--- src/rtl/pwm_decoder.sv ---
// pwm_decoder
// Measures an incoming PWM waveform and reports its period, its high time and
// an 8-bit-scale duty cycle (high_time / period scaled to 2^DUTY_W - 1).
// Measurement is continuous: each completed period is handed to a sequential
// restoring divider while the next period is already being counted.
//
// Optional build macro: PWM_DECODER_AVG_EN
//   When defined, duty reports the truncated mean of the last four divider
//   results.  When undefined, duty is the latest result alone.
//
// Ports:
//   clk        system clock
//   reset      synchronous, active-high reset
//   pwm_in     asynchronous PWM input
//   duty       last duty result (DUTY_W bits)
//   period     last measured period in clk cycles (CNT_W bits)
//   high_time  last measured high time in clk cycles (CNT_W bits)
//   valid      one-cycle strobe when duty/period/high_time update
//   busy       divider running
//   stuck_hi   input held high for TIMEOUT cycles
//   stuck_lo   input held low for TIMEOUT cycles
//   overrun    sticky flag: a period was dropped because the divider was busy
module pwm_decoder #(
   parameter int CNT_W   = 16,
   parameter int DUTY_W  = 8,
   parameter int TIMEOUT = 4096
) (
   input  logic              clk,
   input  logic              reset,
   input  logic              pwm_in,
   output logic [DUTY_W-1:0] duty,
   output logic [CNT_W-1:0]  period,
   output logic [CNT_W-1:0]  high_time,
   output logic              valid,
   output logic              busy,
   output logic              stuck_hi,
   output logic              stuck_lo,
   output logic              overrun
);

   localparam int ITER_W = $clog2(DUTY_W + 1);
   localparam logic [CNT_W-1:0]  TIMEOUT_CNT = CNT_W'(TIMEOUT);
   localparam logic [CNT_W-1:0]  ONE_CNT     = CNT_W'(1);
   localparam logic [ITER_W-1:0] LAST_ITER   = ITER_W'(DUTY_W);

   typedef enum logic [1:0] {
      WAIT_RISE,
      HIGH,
      LOW,
      STUCK
   } state_t;

   // Synchronizer and edge-detect flops
   logic sync1_q, sync1_d;
   logic sync2_q, sync2_d;
   logic sync3_q, sync3_d;

   // Measurement FSM and counters
   state_t           state_q, state_d;
   logic [CNT_W-1:0] pcnt_q, pcnt_d;
   logic [CNT_W-1:0] hcnt_q, hcnt_d;
   logic [CNT_W-1:0] idle_q, idle_d;

   // Divider
   logic              div_busy_q, div_busy_d;
   logic [ITER_W-1:0] div_iter_q, div_iter_d;
   logic [CNT_W:0]    div_rem_q, div_rem_d;
   logic [CNT_W-1:0]  div_den_q, div_den_d;
   logic [CNT_W-1:0]  div_h_q, div_h_d;
   logic [DUTY_W:0]   div_quo_q, div_quo_d;

   // Output registers
   logic [DUTY_W-1:0] duty_q, duty_d;
   logic [CNT_W-1:0]  period_q, period_d;
   logic [CNT_W-1:0]  high_time_q, high_time_d;
   logic              valid_q, valid_d;
   logic              stuck_hi_q, stuck_hi_d;
   logic              stuck_lo_q, stuck_lo_d;
   logic              overrun_q, overrun_d;

`ifdef PWM_DECODER_AVG_EN
   logic [DUTY_W-1:0] hist_q [4];
   logic [DUTY_W-1:0] hist_d [4];
   logic [DUTY_W+1:0] avg_sum;
`endif

   logic              rise;
   logic              fall;
   logic              capture;
   logic              drop;
   logic              stuck_enter;
   logic [CNT_W:0]    div_trial;
   logic              div_ge;
   logic [CNT_W:0]    div_rem_next;
   logic [DUTY_W:0]   div_quo_next;
   logic              div_last;
   logic [DUTY_W-1:0] div_result;
   logic [DUTY_W-1:0] stuck_value;

   // Two flops bring pwm_in into the clock domain; the third holds the
   // previous synchronized level so edges can be seen.
   always_comb begin
      sync1_d = pwm_in;
      sync2_d = sync1_q;
      sync3_d = sync2_q;
      rise    = sync2_q & ~sync3_q;
      fall    = ~sync2_q & sync3_q;
   end

   // Measurement FSM.  pcnt counts the whole period and hcnt the high part;
   // every rise while measuring closes one period and opens the next.  A rise
   // takes precedence over a timeout in the same cycle.
   always_comb begin
      state_d     = state_q;
      pcnt_d      = pcnt_q;
      hcnt_d      = hcnt_q;
      idle_d      = '0;
      capture     = 1'b0;
      drop        = 1'b0;
      stuck_enter = 1'b0;
      case (state_q)
         WAIT_RISE: begin
            pcnt_d = '0;
            hcnt_d = '0;
            if (rise) begin
               state_d = HIGH;
               pcnt_d  = ONE_CNT;
               hcnt_d  = ONE_CNT;
            end else if (idle_q == TIMEOUT_CNT) begin
               state_d     = STUCK;
               stuck_enter = 1'b1;
            end else begin
               idle_d = idle_q + ONE_CNT;
            end
         end
         HIGH, LOW: begin
            if (rise) begin
               capture = ~div_busy_q;
               drop    = div_busy_q;
               state_d = HIGH;
               pcnt_d  = ONE_CNT;
               hcnt_d  = ONE_CNT;
            end else if (pcnt_q == TIMEOUT_CNT) begin
               state_d     = STUCK;
               stuck_enter = 1'b1;
               pcnt_d      = '0;
               hcnt_d      = '0;
            end else begin
               pcnt_d = pcnt_q + ONE_CNT;
               if (state_q == HIGH) begin
                  if (fall) begin
                     state_d = LOW;
                  end else begin
                     hcnt_d = hcnt_q + ONE_CNT;
                  end
               end
            end
         end
         STUCK: begin
            pcnt_d = '0;
            hcnt_d = '0;
            if (rise) begin
               state_d = HIGH;
               pcnt_d  = ONE_CNT;
               hcnt_d  = ONE_CNT;
            end
         end
         default: begin
            state_d = WAIT_RISE;
         end
      endcase
   end

   // Restoring divider producing (H << DUTY_W) / P one quotient bit per cycle.
   // Since H <= P the first step compares H itself against P (quotient MSB);
   // later steps shift the remainder left, which stays below 2P and so fits
   // in CNT_W+1 bits.
   always_comb begin
      div_busy_d   = div_busy_q;
      div_iter_d   = div_iter_q;
      div_rem_d    = div_rem_q;
      div_den_d    = div_den_q;
      div_h_d      = div_h_q;
      div_quo_d    = div_quo_q;
      div_trial    = (div_iter_q == '0) ? div_rem_q : {div_rem_q[CNT_W-1:0], 1'b0};
      div_ge       = div_trial >= {1'b0, div_den_q};
      div_rem_next = div_ge ? (div_trial - {1'b0, div_den_q}) : div_trial;
      div_quo_next = {div_quo_q[DUTY_W-1:0], div_ge};
      div_last     = div_busy_q && (div_iter_q == LAST_ITER);
      div_result   = div_quo_next[DUTY_W] ? '1 : div_quo_next[DUTY_W-1:0];
      if (capture) begin
         div_busy_d = 1'b1;
         div_iter_d = '0;
         div_rem_d  = {1'b0, hcnt_q};
         div_den_d  = pcnt_q;
         div_h_d    = hcnt_q;
         div_quo_d  = '0;
      end else if (div_busy_q) begin
         div_iter_d = div_iter_q + ITER_W'(1);
         div_rem_d  = div_rem_next;
         div_quo_d  = div_quo_next;
         if (div_last) begin
            div_busy_d = 1'b0;
         end
      end
   end

   // Result registers.  A finished division publishes a normal measurement
   // and clears any stuck indication; entering STUCK publishes the rail value.
   always_comb begin
      duty_d      = duty_q;
      period_d    = period_q;
      high_time_d = high_time_q;
      valid_d     = 1'b0;
      stuck_hi_d  = stuck_hi_q;
      stuck_lo_d  = stuck_lo_q;
      overrun_d   = overrun_q | drop;
      stuck_value = sync2_q ? '1 : '0;
`ifdef PWM_DECODER_AVG_EN
      hist_d  = hist_q;
      avg_sum = {2'b00, div_result} + {2'b00, hist_q[0]} +
                {2'b00, hist_q[1]} + {2'b00, hist_q[2]};
`endif
      if (div_last) begin
         period_d    = div_den_q;
         high_time_d = div_h_q;
         valid_d     = 1'b1;
         stuck_hi_d  = 1'b0;
         stuck_lo_d  = 1'b0;
`ifdef PWM_DECODER_AVG_EN
         hist_d[0] = div_result;
         hist_d[1] = hist_q[0];
         hist_d[2] = hist_q[1];
         hist_d[3] = hist_q[2];
         duty_d    = avg_sum[DUTY_W+1:2];
`else
         duty_d = div_result;
`endif
      end else if (stuck_enter) begin
         period_d    = '0;
         high_time_d = '0;
         valid_d     = 1'b1;
         stuck_hi_d  = sync2_q;
         stuck_lo_d  = ~sync2_q;
         duty_d      = stuck_value;
`ifdef PWM_DECODER_AVG_EN
         for (int i = 0; i < 4; i++) begin
            hist_d[i] = stuck_value;
         end
`endif
      end
   end

   // All state registers; reset is synchronous and aborts any division.
   always_ff @(posedge clk) begin
      if (reset) begin
         sync1_q     <= 1'b0;
         sync2_q     <= 1'b0;
         sync3_q     <= 1'b0;
         state_q     <= WAIT_RISE;
         pcnt_q      <= '0;
         hcnt_q      <= '0;
         idle_q      <= '0;
         div_busy_q  <= 1'b0;
         div_iter_q  <= '0;
         div_rem_q   <= '0;
         div_den_q   <= '0;
         div_h_q     <= '0;
         div_quo_q   <= '0;
         duty_q      <= '0;
         period_q    <= '0;
         high_time_q <= '0;
         valid_q     <= 1'b0;
         stuck_hi_q  <= 1'b0;
         stuck_lo_q  <= 1'b0;
         overrun_q   <= 1'b0;
`ifdef PWM_DECODER_AVG_EN
         for (int i = 0; i < 4; i++) begin
            hist_q[i] <= '0;
         end
`endif
      end else begin
         sync1_q     <= sync1_d;
         sync2_q     <= sync2_d;
         sync3_q     <= sync3_d;
         state_q     <= state_d;
         pcnt_q      <= pcnt_d;
         hcnt_q      <= hcnt_d;
         idle_q      <= idle_d;
         div_busy_q  <= div_busy_d;
         div_iter_q  <= div_iter_d;
         div_rem_q   <= div_rem_d;
         div_den_q   <= div_den_d;
         div_h_q     <= div_h_d;
         div_quo_q   <= div_quo_d;
         duty_q      <= duty_d;
         period_q    <= period_d;
         high_time_q <= high_time_d;
         valid_q     <= valid_d;
         stuck_hi_q  <= stuck_hi_d;
         stuck_lo_q  <= stuck_lo_d;
         overrun_q   <= overrun_d;
`ifdef PWM_DECODER_AVG_EN
         for (int i = 0; i < 4; i++) begin
            hist_q[i] <= hist_d[i];
         end
`endif
      end
   end

   assign duty      = duty_q;
   assign period    = period_q;
   assign high_time = high_time_q;
   assign valid     = valid_q;
   assign busy      = div_busy_q;
   assign stuck_hi  = stuck_hi_q;
   assign stuck_lo  = stuck_lo_q;
   assign overrun   = overrun_q;

endmodule

--- config.mk ---
export PLATFORM = sky130hd
export DESIGN_NAME = pwm_decoder
export DESIGN_NICKNAME = d
export VERILOG_FILES = /design/src/rtl/pwm_decoder.sv
export SDC_FILE = /design/constraint.sdc
export NUM_CORES = 1
export LEC_CHECK = 0
export CAP_MARGIN = 0
export CELL_PAD_IN_SITES_DETAIL_PLACEMENT = 0
export CELL_PAD_IN_SITES_GLOBAL_PLACEMENT = 1
export CORE_AREA = 2 2 162 124
export DETAILED_ROUTE_END_ITERATION = 8
export DIE_AREA = 0 0 164 126
export PLACE_DENSITY_LB_ADDON = 0.3
export SYNTH_ARGS = -nofsm -noshare
export SYNTH_HDL_FRONTEND = slang
export SYNTH_SLANG_ARGS = --single-unit
--- constraint.sdc ---
create_clock -name clk -period 3.5 [get_ports clk]
set_input_delay 0.7 -clock clk [delete_from_list [all_inputs] [get_ports clk]]
set_output_delay 0.7 -clock clk [all_outputs]
set_load 0.03 [all_outputs]
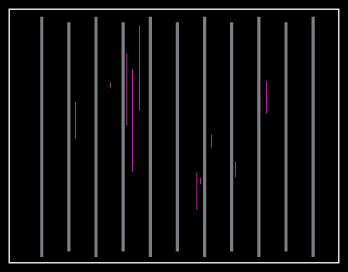
run_1/layer_met4.png
Scale: 2 px per µm. Supply wires on this layer in grey.
share of all routed wire: 0.94%
main direction: vertical
routed wire length: 21400 µm
routed via count: 6877

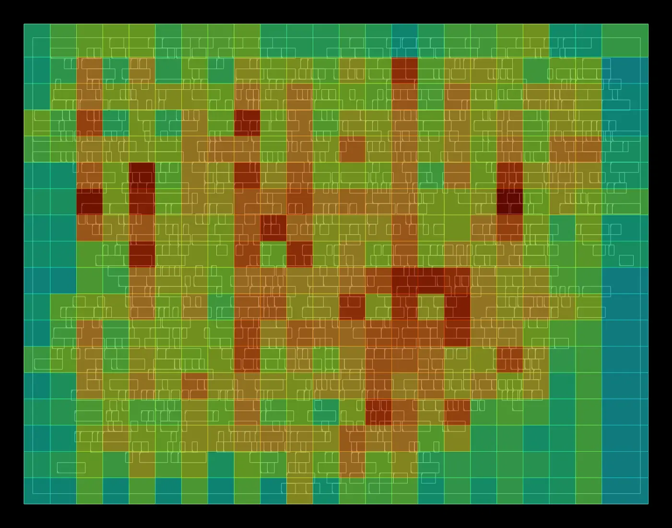
run_1/congestion.png
WL/cell: 17.1 µm
gr usage total: 0.211
met1 usage: 0.324

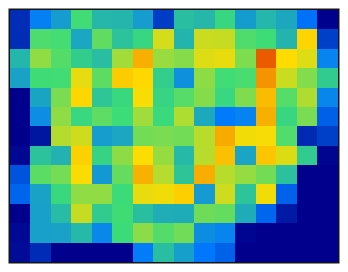
run_1/cell_density.png
Scale: 2 px per µm. 16 x 13 tiles, from dark blue (low) to red (high), 0 to 100% covered.
fullest tile: 90%
tiles over 75% full: 8.2%
emptiest ninth of the die: bottom right
mean over tiles: 43%
nearly empty tiles: 14%
CORE AREA: 19100 µm²
Finished Core Util: 0.481
FP Util: 0.405

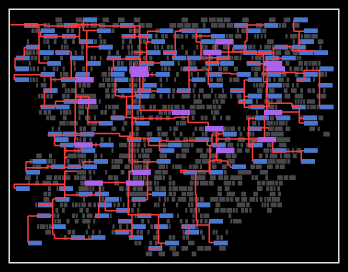
run_1/clk_routes.png
Scale: 2 px per µm.
[blue] flip-flops | count: 159
[purple] clock drivers | count: 17
[red] clock wires | length: 2070 µm
flops lie: spread over the die
routed clock nets: 18
Clock Power Share: 0.394
Clk. pwr: 1930 µW
clk_skew: 0.0115 ns
Insertion Delay late pin: 0.42 ns

==> deck_impl_summary.md, run 1 <==
Flow Results at a Glance

Critical path
  – Critical setup path kind: flop to flop
  – Startpoint Class: flop
  – Worst setup EP type: flop

Clocking
  – Clock Pin Slew Worst Setup and Hold Paths: 0.06 ns
  – CTS resizes: 0

Placement
  – Placer Congestion: 0.854
  – Dpl cell area: 8540 µm²

Routing
  – Router iterations before antenna repair: 5
  – Via-per-instance ratio: 5.50

Finish
  – Nonclk buf count: 76
  – Non-clock buffering overhead: 0.0760

Power
  – Psw: 1540 µW
  – Gate power share: 0.219
  – Pwr Density: 534 nW/µm²

Final timing
  – Final Max Tran Viols: 0
  – Fmax: 298 MHz
  – Final setup fails: 0

Die
  – Die area: 20700 µm²

Logic synthesis
  – Largest area contributor in the netlist: dfxtp_1
  – Mapped Nets: 972
  – Max-area cell share: 0.411
  – Top area cell types: dfxtp_1, nand2_1, a21oi_1
  – Distinct lib cells: 77

Outcome
  – Status: completed
[run 1: cells in the final DEF (no fill, tap or decap), types with 4 or more instances in the layout]
| cell | count |
|---|---|
| nor3_1 | 12 |
| or3_1 | 11 |
| nand3_1 | 70 |
| inv_1 | 37 |
| xnor2_1 | 19 |
| a311oi_1 | 5 |
| mux2_2 | 15 |
| buf_4 | 29 |
| nor2b_1 | 6 |
| a211oi_1 | 16 |
| o31ai_1 | 7 |
| and3_1 | 16 |
| nand2_1 | 144 |
| nand4_1 | 13 |
| a31oi_1 | 5 |
| clkdlybuf4s50_1 | 46 |
| clkbuf_16 | 17 |
| mux2i_1 | 14 |
| a21o_1 | 6 |
| xor2_1 | 23 |
| nor4_1 | 4 |
| ha_1 | 28 |
| a41oi_1 | 6 |
| a21oi_1 | 104 |
| nor2_1 | 71 |
| dfxtp_1 | 159 |
| o21ai_0 | 23 |
[run 1: worst min path at each step]
stage                        from            endpoint  slack (ns)  cells after the start
6_report       sync1_q$_SDFF_PP0_  sync2_q$_SDFF_PP0_        0.44                      1
2_1_floorplan  sync1_q$_SDFF_PP0_  sync2_q$_SDFF_PP0_        0.41                      1
4_1_cts        sync1_q$_SDFF_PP0_  sync2_q$_SDFF_PP0_        0.45                      1
5_1_grt        sync1_q$_SDFF_PP0_  sync2_q$_SDFF_PP0_        0.46                      1
3_5_place_dp   sync1_q$_SDFF_PP0_  sync2_q$_SDFF_PP0_        0.44                      1
3_3_place_gp   sync1_q$_SDFF_PP0_  sync2_q$_SDFF_PP0_        0.43                      1
[run 1: state kept, by name (all words and copies together), names as in the netlist, 2 cells and up]
name        cells
div_den_q      16
div_h_q        16
div_iter_q      4
div_quo_q       8
div_rem_q      17
duty            8
hcnt_q         16
high_time      16
idle_q         16
pcnt_q         16
period         16
state_q         2
[run 1: per-layer routing]
layer  track usage  up-vias  part of all wire
li1              -     3415                 -
met1         0.324     3290              0.52
met2         0.305      149              0.43
met3        0.0352       23             0.041
met4        0.0495        0            0.0093
met5             0        -                 0
[run 1: through the flow]
| step | total power [µW] | instances |
|---|---|---|
| finish | 4910 | 1250 |
| global route | 5110 | 1250 |
| CTS | 4870 | 1249 |
| detailed placement | 2940 | 1217 |
| global placement | 2950 | 1217 |
| floorplan | 2670 | 940 |
[run 1: power by group through the flow]
stage	clock network, µW	logic, µW	registers, µW
6_report	1930	1080	1900
5_1_grt	2040	1160	1900
4_1_cts	1960	1010	1900
3_5_place_dp	0	999	1940
3_3_place_gp	0	1010	1940
2_1_floorplan	0	749	1920
[run 1: critical path, stage by stage (launching register included)]
cell,delay [ns]
dfxtp_1,0.35
inv_1,0.07
ha_1,0.15
nor3b_4,0.22
buf_12,0.18
mux2_2,0.36
ha_1,0.35
a21o_1,0.23
a221oi_2,0.11
and2_2,0.26
a211oi_4,0.50
nor2_2,0.16
o31a_1,0.30
[run 1: kinds of logic after synthesis]
| logic type | count (synthesis) |
|---|---|
| AND-OR/OR-AND | 211 |
| XOR/XNOR | 42 |
| adder cells (fa/ha/maj) | 29 |
| buffers and inverters | 91 |
| flip-flops | 159 |
| multiplexers | 30 |
| AND/OR/NAND/NOR | 378 |
## Run 2: what changed since run 1
SETUP_SLACK_MARGIN = 0.15   (was not set)
SKIP_CTS_REPAIR_TIMING = 1   (was not set)
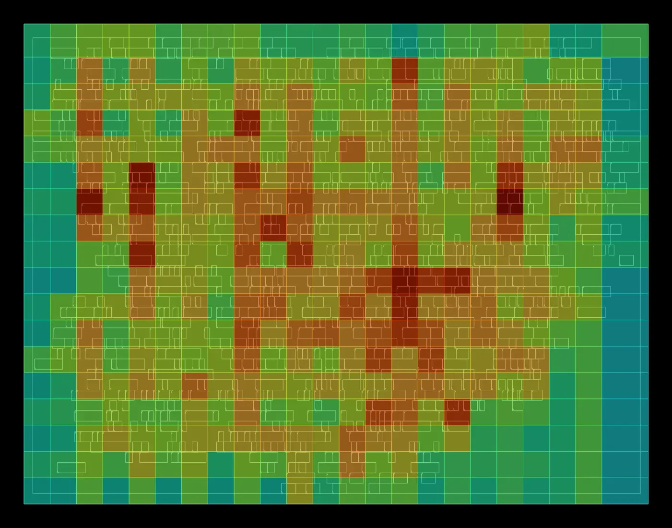
run_2/congestion.png
GRT met3 Usage: 0.0352
WL/cell: 17.2 µm

==> deck_impl_summary.md, run 2 <==
Flow Results at a Glance

Outcome
  – Status: completed

Critical path
  – Buffers & Inverters on Critical Path: 4
  – Levels on crit path: 14
  – Critical setup path kind: flop to flop
  – Most frequent CP cell: ha_1
  – Peak per-stage delay on the critical path: 0.37 ns
  – Startpoint Class: flop
  – CP delay by family, top: AND-OR/OR-AND gates

Finish
  – Most numerous logic cell after layout: dfxtp_1
  – Most frequent cells in the layout: dfxtp_1, nand2_1, a21oi_1, nor2_1, nand3_1
  – Reg with most FFs: div_rem_q

Global route
  – Gr usage total: 0.211

Die
  – CORE AREA: 19100 µm²
  – FP Util: 0.405

Logic synthesis
  – Top area cell types: dfxtp_1, nand2_1, a21oi_1
  – Distinct lib cells: 77
  – Mapped Nets: 972
  – Largest area contributor in the netlist: dfxtp_1
  – Max-area cell share: 0.411

Final timing
  – Fmax: 302 MHz
  – Final setup fails: 0
  – Clk_skew: 0.0125 ns

Power
  – Pwr Density: 539 nW/µm²

Clocking
  – Clock Pin Slew Worst Setup and Hold Paths: 0.06 ns
  – Insertion Delay late pin: 0.43 ns

Routing
  – Via-per-instance ratio: 5.48
  – Routed via count: 6897
  – Routed wire length: 21700 µm
  – Router iterations before antenna repair: 8
run 2: cell counts after synthesis:
No cell type changed its count.
run 2: logic make-up (layout without fill, tap and decap cells):
group                    count (synthesis)  count (layout)  share of synthesized area
AND-OR/OR-AND                          211             212                      0.173
XOR/XNOR                                42              42                     0.0475
adder cells (fa/ha/maj)                 29              29                     0.0479
buffers and inverters                   91             155                     0.0466
flip-flops                             159             159                      0.411
multiplexers                            30              30                     0.0419
AND/OR/NAND/NOR                        378             378                      0.231
run 2: worst reg2reg max path, stage by stage, from the launching register on:
cell	delay [ns]
dfxtp_1	0.35
inv_1	0.07
ha_1	0.15
nor3b_4	0.22
buf_12	0.16
buf_6	0.15
mux2_2	0.37
ha_1	0.32
a21o_1	0.21
a221oi_2	0.30
and2_4	0.24
a211o_4	0.19
buf_4	0.17
nand3_1	0.08
a311oi_1	0.23
run 2: worst min-delay path by stage:
stage | from | endpoint | slack, ns | depth (start not counted)
4_1_cts | sync1_q$_SDFF_PP0_ | sync2_q$_SDFF_PP0_ | 0.45 | 1
3_5_place_dp | sync1_q$_SDFF_PP0_ | sync2_q$_SDFF_PP0_ | 0.44 | 1
2_1_floorplan | sync1_q$_SDFF_PP0_ | sync2_q$_SDFF_PP0_ | 0.41 | 1
6_report | sync1_q$_SDFF_PP0_ | sync2_q$_SDFF_PP0_ | 0.44 | 1
5_1_grt | sync1_q$_SDFF_PP0_ | sync2_q$_SDFF_PP0_ | 0.46 | 1
3_3_place_gp | sync1_q$_SDFF_PP0_ | sync2_q$_SDFF_PP0_ | 0.43 | 1
run 2: final cells by class:
class	instances	area, µm²	area share
Inverter	39	151	0.0162
Tap cell	253	317	0.0338
Clock buffer	21	470	0.0502
Timing Repair Buffer	84	766	0.0817
Sequential cell	159	3180	0.340
Clock inverter	11	143	0.0152
Multi-Input combinational cell	691	4340	0.463
run 2: report_power, final:
group | switching, µW | internal [µW] | total, µW
Clock | 802 | 1130 | 1930
Combinational | 751 | 473 | 1220
Sequential | 47.7 | 1850 | 1900
run 2: routing by layer:
metal | share of wire | up-vias | global-route usage
met5 | 0 | - | 0
met1 | 0.52 | 3298 | 0.324
met3 | 0.045 | 17 | 0.0352
met4 | 0.0087 | 0 | 0.0495
met2 | 0.43 | 151 | 0.305
li1 | - | 3431 | -
run 2: through the flow:
stage	setup slack (ns)	util	cell area [µm²]	power (µW)	std cells
after global placement	0.118	0.447	8540	2950	1217
after CTS	0.0535	0.479	9160	4870	1249
after floorplan	0.174	-	7740	2670	940
after global routing	0.0728	0.491	9370	5260	1258
final	0.192	0.491	9370	5050	1258
after detailed placement	0.0820	0.447	8540	2940	1217
run_2/layer_met4.png
Scale: 2 px per µm. Supply wires on this layer in grey.
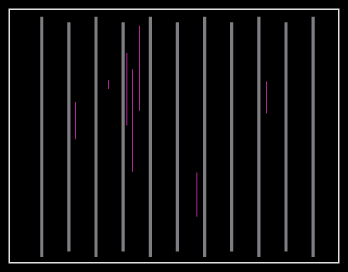

## Run 3: what changed since run 2
==> constraint.sdc (replaced) <==
create_clock -name clk -period 3.5 [get_ports clk]
set_input_delay 0.7 -clock clk [delete_from_list [all_inputs] [get_ports clk]]
set_output_delay 0.7 -clock clk [all_outputs]
set_load 0.1 [all_outputs]
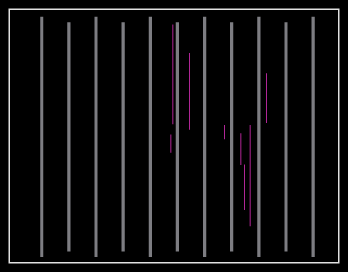
run_3/layer_met4.png
Scale: 2 px per µm. Supply wires on this layer in grey.
routed via count: 6961
routed wire length: 22200 µm

==> deck_impl_summary.md, run 3 <==
Flow Results at a Glance

Outcome
  – Status: completed

Global route
  – GRT met3 Usage: 0.0415
  – Met1 usage: 0.326
  – Gr usage total: 0.213

Die
  – Die area: 20700 µm²
  – CORE AREA: 19100 µm²
  – FP Util: 0.405

Final timing
  – Final setup fails: 0
  – Fmax: 302 MHz
  – Clk_skew: 0.0137 ns
  – Final Max Tran Viols: 0
  – Final worst setup slack: 0.188 ns

Clocking
  – Clock Pin Slew Worst Setup and Hold Paths: 0.07 ns
  – Insertion Delay late pin: 0.44 ns

Routing
  – WL/cell: 17.6 µm
  – Router iterations before antenna repair: 5
  – Via-per-instance ratio: 5.53

Finish
  – Reg with most FFs: div_rem_q
  – Largest register FFs: 17
  – Most numerous logic cell after layout: dfxtp_1
  – FF+latch area: 3190 µm²
  – Most frequent cells in the layout: dfxtp_1, nand2_1, a21oi_1, nor2_1, nand3_1
  – Comb gate area: 4440 µm²
  – Finished Core Util: 0.496

Logic synthesis
  – Top area cell types: dfxtp_1, nand2_1, a21oi_1
  – Mapped Nets: 972
  – Distinct lib cells: 77

Critical path
  – Startpoint Class: flop
  – Critical setup path kind: flop to flop

Placement
  – Placed cells: 1211
  – Place WS: -0.0279 ns
-- run 3: cell types whose count changed in the layout (fill, tap and decap cells not counted), sizes merged --
cell,change
clkdlybuf4s50,-5
buf,+3
clkinv,+3
bufinv,-2
clkbuf,-2
clkinvlp,+2
inv,+2
-- run 3: area by class of cell --
type	instances	share of cell area
clock buffers	17	0.0449
inverters	39	0.0160
multi-input cells	691	0.469
clock inverters	15	0.0157
well taps	253	0.0334
repair buffers	84	0.0842
flip-flops and latches	159	0.337
repair inverters	1	0.000529
-- run 3: cell families after synthesis --
family                   count (synthesis)  share of synthesized area
AND-OR/OR-AND                          211                      0.173
adder cells (fa/ha/maj)                 29                     0.0479
XOR/XNOR                                42                     0.0475
flip-flops                             159                      0.411
buffers and inverters                   91                     0.0466
AND/OR/NAND/NOR                        378                      0.231
multiplexers                            30                     0.0419
-- run 3: worst min path at each step --
stage                                   from                  to  cells past startpoint
after floorplan           sync1_q$_SDFF_PP0_  sync2_q$_SDFF_PP0_                      1
after global placement    sync1_q$_SDFF_PP0_  sync2_q$_SDFF_PP0_                      1
after detailed placement  sync1_q$_SDFF_PP0_  sync2_q$_SDFF_PP0_                      1
after CTS                 sync1_q$_SDFF_PP0_  sync2_q$_SDFF_PP0_                      1
after global routing      sync1_q$_SDFF_PP0_  sync2_q$_SDFF_PP0_                      1
final                     sync1_q$_SDFF_PP0_  sync2_q$_SDFF_PP0_                      1
-- run 3: where the power goes --
part	total, µW	switching [µW]	internal (µW)
clock	1830	885	946
sequential	1890	41.8	1850
combinational	1290	794	491
-- run 3: through the flow --
step                setup TNS (ns)  power, µW
floorplan                        0       2680
CTS                         -0.108       4760
detailed placement         -0.0279       2930
finish                           0       5010
global route                     0       5220
global placement                 0       2940
-- run 3: routing by layer --
layer | routed length, µm | vias up | share of wire
li1 | - | 3425 | -
met1 | 11500 | 3374 | 0.52
met2 | 9250 | 143 | 0.42
met3 | 1150 | 19 | 0.052
met4 | 216 | 0 | 0.0097
met5 | 0 | - | 0
-- run 3: worst max-delay path: stages, from the launching register on --
cell and delay [ns]:
dfxtp_2 0.34, inv_1 0.06, ha_2 0.17, nor3b_4 0.19, buf_6 0.16, buf_12 0.12
mux2_4 0.33, ha_4 0.28, nor2b_2 0.18, o31a_1 0.27, o21ai_4 0.14, a211oi_4 0.53
nor2_4 0.12, o31a_1 0.30
No activity file was given, so power comes from the tool's default toggle rates.
